`src/rtl/fifo_wr_arbiter.sv`:
```
// Round-robin arbiter sharing one fifo write port among N_REQ producers,
// with an optional per-requester lock that keeps the grant for short bursts.
module fifo_wr_arbiter #(
    parameter int N_REQ     = 4,
    parameter int DATA_SZ   = 8,
    parameter int MAX_BURST = 4,
    parameter int IDX_SZ    = $clog2(N_REQ)
) (
    input  logic                       i_clk,
    input  logic                       i_rst_n,
    input  logic [N_REQ-1:0]           i_req,
    input  logic [N_REQ-1:0]           i_lock,
    input  logic [N_REQ*DATA_SZ-1:0]   i_data,
    output logic [N_REQ-1:0]           o_ack,
    output logic                       o_wr,
    output logic [DATA_SZ-1:0]         o_data,
    input  logic                       i_full,
    output logic [IDX_SZ-1:0]          o_owner,
    output logic                       o_busy
);

    typedef enum logic {
        IDLE   = 1'b0,
        LOCKED = 1'b1
    } state_t;

    state_t              state_q, state_d;
    logic [IDX_SZ-1:0]   rr_ptr_q, rr_ptr_d;
    logic [IDX_SZ-1:0]   owner_q, owner_d;
    logic [7:0]          burst_cnt_q, burst_cnt_d;

    logic [IDX_SZ-1:0]   sel;
    logic                sel_valid;
    logic                xfer;
    logic [IDX_SZ-1:0]   sel_inc;
    logic [DATA_SZ-1:0]  data_sel;
    int                  idx;

    // Selection: a locked owner excludes everyone else; otherwise scan from rr_ptr.
    always_comb begin
        sel       = '0;
        sel_valid = 1'b0;
        idx       = 0;
        if (state_q == LOCKED) begin
            sel       = owner_q;
            sel_valid = i_req[owner_q];
        end else begin
            for (int i = 0; i < N_REQ; i++) begin
                idx = (int'(rr_ptr_q) + i) % N_REQ;
                if (!sel_valid && i_req[idx]) begin
                    sel       = IDX_SZ'(idx);
                    sel_valid = 1'b1;
                end
            end
        end
    end

    assign xfer    = sel_valid && !i_full;
    assign sel_inc = (sel == IDX_SZ'(N_REQ - 1)) ? '0 : sel + IDX_SZ'(1);

    always_comb begin
        data_sel = '0;
        for (int k = 0; k < N_REQ; k++) begin
            if (sel == IDX_SZ'(k)) begin
                data_sel = i_data[k*DATA_SZ +: DATA_SZ];
            end
        end
    end

    // Outputs are forced low while reset is held, independent of the clock.
    always_comb begin
        o_wr   = 1'b0;
        o_ack  = '0;
        o_data = '0;
        if (xfer && i_rst_n) begin
            o_wr   = 1'b1;
            o_ack  = N_REQ'(1) << sel;
            o_data = data_sel;
        end
    end

    always_comb begin
        state_d     = state_q;
        rr_ptr_d    = rr_ptr_q;
        owner_d     = owner_q;
        burst_cnt_d = burst_cnt_q;
        case (state_q)
            IDLE: begin
                if (xfer) begin
                    rr_ptr_d = sel_inc;
                    owner_d  = sel;
                    if (i_lock[sel] && (MAX_BURST > 1)) begin
                        state_d     = LOCKED;
                        burst_cnt_d = 8'd1;
                    end
                end
            end
            LOCKED: begin
                // A full fifo freezes the burst; it never counts toward MAX_BURST.
                if (!i_full) begin
                    if (!i_req[owner_q]) begin
                        state_d     = IDLE;
                        burst_cnt_d = '0;
                    end else if (!i_lock[owner_q] ||
                                 (burst_cnt_q + 8'd1 == 8'(MAX_BURST))) begin
                        state_d     = IDLE;
                        burst_cnt_d = '0;
                    end else begin
                        burst_cnt_d = burst_cnt_q + 8'd1;
                    end
                end
            end
            default: state_d = IDLE;
        endcase
    end

    always_ff @(posedge i_clk or negedge i_rst_n) begin
        if (!i_rst_n) begin
            state_q     <= IDLE;
            rr_ptr_q    <= '0;
            owner_q     <= '0;
            burst_cnt_q <= '0;
        end else begin
            state_q     <= state_d;
            rr_ptr_q    <= rr_ptr_d;
            owner_q     <= owner_d;
            burst_cnt_q <= burst_cnt_d;
        end
    end

    assign o_owner = owner_q;
    assign o_busy  = (state_q == LOCKED);

endmodule

```
`config.mk`:
```
export PLATFORM = sky130hd
export DESIGN_NAME = fifo_wr_arbiter
export DESIGN_NICKNAME = d
export VERILOG_FILES = /design/src/rtl/fifo_wr_arbiter.sv
export SDC_FILE = /design/constraint.sdc
export NUM_CORES = 1
export LEC_CHECK = 0
export CORE_MARGIN = 4
export CORE_UTILIZATION = 38
export CTS_CLUSTER_SIZE = 12
export DETAILED_ROUTE_END_ITERATION = 7
export GPL_TIMING_DRIVEN = 0
export PLACE_DENSITY = 0.77
export SLEW_MARGIN = 15
export SYNTH_ARGS = -nofsm -noshare
export SYNTH_HDL_FRONTEND = slang
export SYNTH_SLANG_ARGS = --single-unit
```
`constraint.sdc`:
```
create_clock -name i_clk -period 2.5 [get_ports i_clk]
set_input_delay 0.375 -clock i_clk [delete_from_list [all_inputs] [get_ports i_clk]]
set_output_delay 0.375 -clock i_clk [all_outputs]
set_load 0.01 [all_outputs]
```
==> impl_results.html <==
<h2>Implementation results</h2>
<table>
<tr><th>Metric</th><th>Value</th></tr>
<tr><th colspan="2">Routing</th></tr>
<tr><td>Met3 WL post-DR</td><td>418 um</td></tr>
<tr><td>Iteration tally of the first detailed-router pass</td><td>5</td></tr>
<tr><td>DR WL met2</td><td>2432 um</td></tr>
<tr><td>Routed WL</td><td>around 5000 um</td></tr>
<tr><td>Detail-routed via count per cell</td><td>5.424</td></tr>
<tr><td>Violation count after the first detailed-routing iteration</td><td>between 60 and 70</td></tr>
<tr><td>DRC Markers</td><td>0</td></tr>
<tr><td>Routed vias</td><td>between 1500 and 2000</td></tr>
<tr><td>Avg WL per Cell</td><td>16.08 um</td></tr>
<tr><th colspan="2">Synthesis</th></tr>
<tr><td>Mapped cell area</td><td>between 1000 and 1500 um2</td></tr>
<tr><td>Area fraction in full adders, half adders and majority gates</td><td>0.05650</td></tr>
<tr><td>Most used standard cell by instance count after synthesis</td><td>sky130_fd_sc_hd__nor2_1</td></tr>
<tr><td>Simple share</td><td>0.3164</td></tr>
<tr><td>Most used flip-flop cell</td><td>sky130_fd_sc_hd__dfrtp_1</td></tr>
<tr><td>Xor/xnor share</td><td>0</td></tr>
<tr><td>Synthesized registers</td><td>13</td></tr>
<tr><td>Seq share, synth</td><td>0.2448</td></tr>
<tr><td>Cell count listed in synth_stat.txt</td><td>roughly 180</td></tr>
<tr><td>Average instance area after synthesis</td><td>roughly 7.5 um2</td></tr>
<tr><td>Synthesized net count</td><td>between 200 and 250</td></tr>
<tr><td>Number of distinct library cells after synthesis</td><td>44</td></tr>
<tr><td>Largest logic family</td><td>simple AND/OR/NAND/NOR gates</td></tr>
<tr><td>Library cell occupying the most area in the post-synthesis netlist</td><td>sky130_fd_sc_hd__dfrtp_1</td></tr>
<tr><td>Most frequent cells after synthesis</td><td>sky130_fd_sc_hd__nor2_1, sky130_fd_sc_hd__a21oi_1, sky130_fd_sc_hd__dfrtp_1, sky130_fd_sc_hd__nand2_1, sky130_fd_sc_hd__o21ai_1</td></tr>
<tr><td>Yosys-reported design area after synthesis</td><td>between 1000 and 1500 um2</td></tr>
<tr><td>Area fraction in compound gates after synthesis</td><td>0.2881</td></tr>
<tr><th colspan="2">Die</th></tr>
<tr><td>Floorplan die width</td><td>approximately 67 um</td></tr>
<tr><td>Die Y</td><td>~67 um</td></tr>
<tr><th colspan="2">Worst setup path</th></tr>
<tr><td>Arrival time of data at the critical path endpoint</td><td>2740 ps</td></tr>
<tr><td>Kind of cell adding the most delay to the critical path</td><td>AND-OR/OR-AND gates</td></tr>
<tr><td>Cell depth of the worst setup path</td><td>14</td></tr>
<tr><td>Type of element capturing the critical path</td><td>output port</td></tr>
<tr><td>Cell repeated most along the worst path</td><td>sky130_fd_sc_hd__nor2_1</td></tr>
<tr><td>Data required, critical path</td><td>about 2100 ps</td></tr>
<tr><td>Slowest cell delay on critical path</td><td>420 ps</td></tr>
<tr><td>WS Path Type</td><td>flip-flop to output port</td></tr>
<tr><td>Critical Path Start</td><td>rr_ptr_q[1]$_DFFE_PN0P_</td></tr>
<tr><td>Critical-path cell with the highest stage delay</td><td>sky130_fd_sc_hd__dfrtp_2</td></tr>
<tr><td>Worst Path Max Fanout</td><td>5</td></tr>
<tr><td>Internal reg-to-reg setup slack</td><td>roughly 100 ps</td></tr>
<tr><td>End point of the critical path</td><td>o_data[0]</td></tr>
<tr><td>Crit path cell chain</td><td>nand2b_4, a211o_1, a221o_1, and2_4, ha_4, nor2b_4, buf_4, a22oi_2, nor2_1, a21oi_1, nor2_1, a21oi_1, nor2_1, buf_2</td></tr>
<tr><td>Launching element type of the critical path</td><td>flip-flop</td></tr>
<tr><td>Worst flop-to-flop path endpoint</td><td>burst_cnt_q[7]$_DFFE_PN0P_</td></tr>
<tr><th colspan="2">Job</th></tr>
<tr><td>Max-cap violation count</td><td>0</td></tr>
<tr><td>Tool Warnings</td><td>33</td></tr>
<tr><th colspan="2">Power</th></tr>
<tr><td>Internal power consumption</td><td>0.001668 W</td></tr>
<tr><td>P_leak</td><td>1.072 nW</td></tr>
<tr><td>Post-layout total power</td><td>0.002921 W</td></tr>
<tr><td>Proportion of total power due to net switching</td><td>0.4291</td></tr>
<tr><td>Areal power density over the cells</td><td>around 1200 nW/um2</td></tr>
<tr><td>Proportion of power drawn by the clock network</td><td>0.047</td></tr>
<tr><td>Combinational share of power</td><td>0.829</td></tr>
<tr><td>Sequential group share of total power</td><td>0.124</td></tr>
<tr><td>Net switching power figure</td><td>roughly 0.0013 W</td></tr>
<tr><td>Peak supply drop</td><td>between 0.0008 and 0.0009 V</td></tr>
<tr><th colspan="2">Placement</th></tr>
<tr><td>Total cell area at the placement stage</td><td>2044 um2</td></tr>
<tr><td>Setup Slack @ Placement</td><td>-1214 ps</td></tr>
<tr><td>Sum of net half-perimeters after detailed placement</td><td>between 3000 and 4000 um</td></tr>
<tr><th colspan="2">Worst hold path</th></tr>
<tr><td>Worst Hold Class</td><td>input port to async pin</td></tr>
<tr><th colspan="2">STA</th></tr>
<tr><td>Max-slew headroom</td><td>0.5757</td></tr>
<tr><td>Final count of pins violating max slew</td><td>0</td></tr>
<tr><td>Setup TNS</td><td>-5572 ps</td></tr>
<tr><td>Number of setup violations in the final report</td><td>12</td></tr>
<tr><td>Max Clock Freq</td><td>about 0.32 GHz</td></tr>
<tr><td>Setup Skew</td><td>1.096 ps</td></tr>
<tr><td>Cycle use final</td><td>1.246</td></tr>
<tr><td>Least setup slack across all paths after layout</td><td>-616.2 ps</td></tr>
<tr><td>RSZ-0062 raised after global routing</td><td>true</td></tr>
<tr><td>Final worst path period need</td><td>between 3000 and 4000 ps</td></tr>
<tr><th colspan="2">Clock network</th></tr>
<tr><td>Clock tree from TritonCTS</td><td>done</td></tr>
<tr><td>Clock network latency to the later pin of the worst-skew pair</td><td>~280 ps</td></tr>
<tr><td>Number of hold buffers added after cts</td><td>0</td></tr>
<tr><td>Clk pin slew, worst setup/hold paths</td><td>~80 ps</td></tr>
<tr><td>Number of buffers inserted by post-CTS setup repair</td><td>14</td></tr>
<tr><td>Post-cts resize count</td><td>between 60 and 70</td></tr>
<tr><td>CTS Buffer Depth</td><td>2</td></tr>
<tr><td>CTS sink count</td><td>13</td></tr>
<tr><td>Number of buffers created by CTS</td><td>3</td></tr>
<tr><th colspan="2">GRT</th></tr>
<tr><td>Sum of overflow across all layers after global routing</td><td>0</td></tr>
<tr><td>Total Routing Usage GR</td><td>0.2102</td></tr>
<tr><td>Maximum number of pins on one net before global-route repair</td><td>15</td></tr>
<tr><td>Busiest layer in global routing</td><td>met2</td></tr>
<tr><td>Antenna violations before repair</td><td>0</td></tr>
<tr><td>Met1 usage in global routing</td><td>0.2321</td></tr>
<tr><td>First-pass GRT wire length</td><td>between 7000 and 8000 um</td></tr>
<tr><td>Met3 demand-to-capacity share in global routing</td><td>0.04825</td></tr>
<tr><td>Routing usage on met2</td><td>0.3988</td></tr>
<tr><th colspan="2">Finish</th></tr>
<tr><td>Post-layout nets</td><td>between 300 and 400</td></tr>
<tr><td>Total inserted antenna cells</td><td>0</td></tr>
<tr><td>Sequential cell area</td><td>around 330 um2</td></tr>
<tr><td>Most instantiated logic cells after routing</td><td>sky130_fd_sc_hd__clkdlybuf4s50_1, sky130_fd_sc_hd__nor2_1, sky130_fd_sc_hd__buf_4</td></tr>
<tr><td>Final core area utilization</td><td>0.7411</td></tr>
<tr><th colspan="2">Run status</th></tr>
<tr><td>Run status</td><td>complete, but fails checks</td></tr>
<tr><td>Violations in the final reports</td><td>negative setup slack</td></tr>
</table>
power groups by stage:
stage | clock network [W] | registers (W) | logic (W)
floorplan | 0 | 0.000353 | 0.00103
global placement | 0 | 0.000365 | 0.00143
detailed placement | 0 | 0.000365 | 0.00145
CTS | 0.000140 | 0.000354 | 0.00185
global route | 0.000150 | 0.000376 | 0.00259
finish | 0.000136 | 0.000363 | 0.00242
registers in the layout (all words and copies together), names as in the netlist:
register and count:
burst_cnt_q 8, o_owner 2, rr_ptr_q 2, o_busy 1
layout make-up:
cell class                      instances  area share
Multi-Input combinational cell        150      0.4618
Tap cell                               46     0.02309
Buffer                                  6     0.03665
Clock buffer                            4     0.01054
Timing Repair Buffer                   87      0.3273
Inverter                                5    0.008534
Sequential cell                        13      0.1320
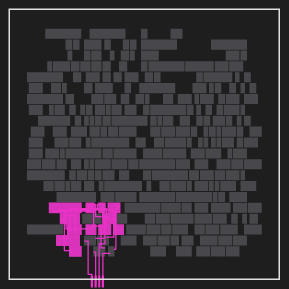
*Nets reached from selected ports*
(4 px per um)
Key: i_req = magenta [direction input, end cells 16, buffers 4, wire 181 um]
I/O pin total: 59
number of I/O port buffers: 58

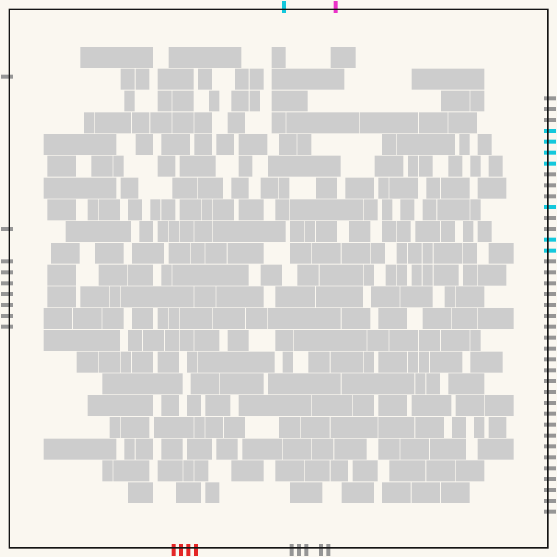
*Ports around the boundary*
(8 px per um) Pins as bars across the die edge, other pins in gray.
Key: i_rst_n = magenta [pins 1, direction input, edge top]; i_req = red [pins 4, direction input, edge bottom]; o_data = cyan [pins 8, direction output, edge 7 right, 1 top]

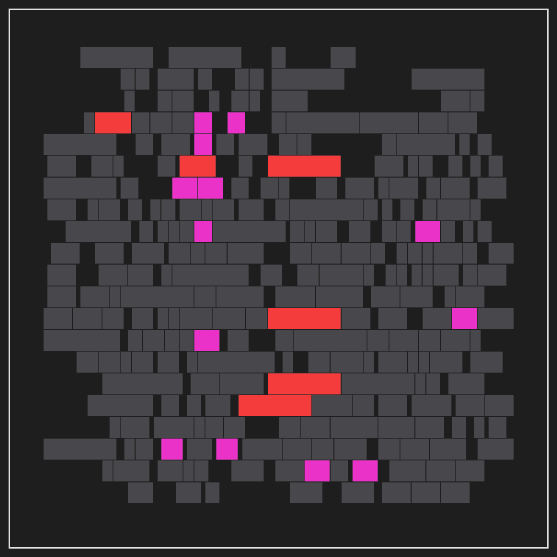
*Selected gate families*
(8 px per um)
Key: AND and OR gates = magenta [cells 13, most used and2_4]; adder and majority cells = red [cells 6, most used ha_4]

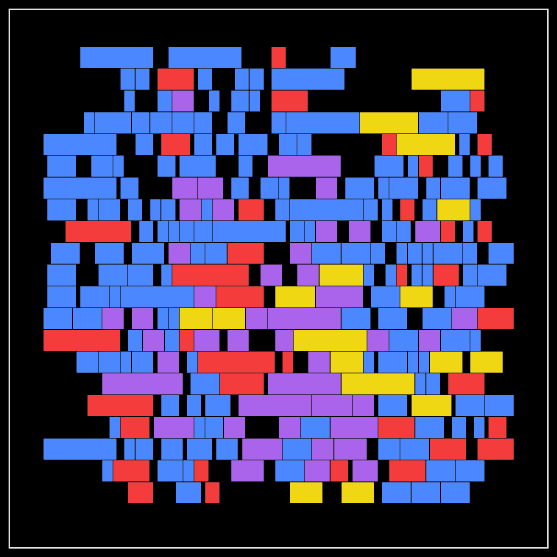
*Cells by drive strength*
(8 px per um)
Key: _0 and _1 cells = blue [cells 167, share 63%, most used clkdlybuf4s50_1]; _3 and _4 cells = purple [cells 44, share 17%, most used buf_4]; _6 and larger = yellow [cells 17, share 6.4%, most used buf_6]; _2 cells = red [cells 37, share 14%, most used buf_2]
area overhead of the layout relative to synthesis: 87.57%
final non-filler cell area: 2492 um2
layout buffer count excluding clock buffers: 93
least setup slack across all paths after layout: -616.2 ps

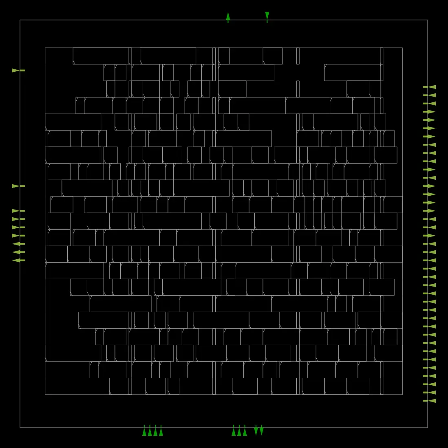
*Placement view*
filler-free cell count of the finished design: 311
filler cell count: 250
sequential cell area share: 0.1320
FP Rows: 21

Power is estimated from default activity; no workload was simulated.
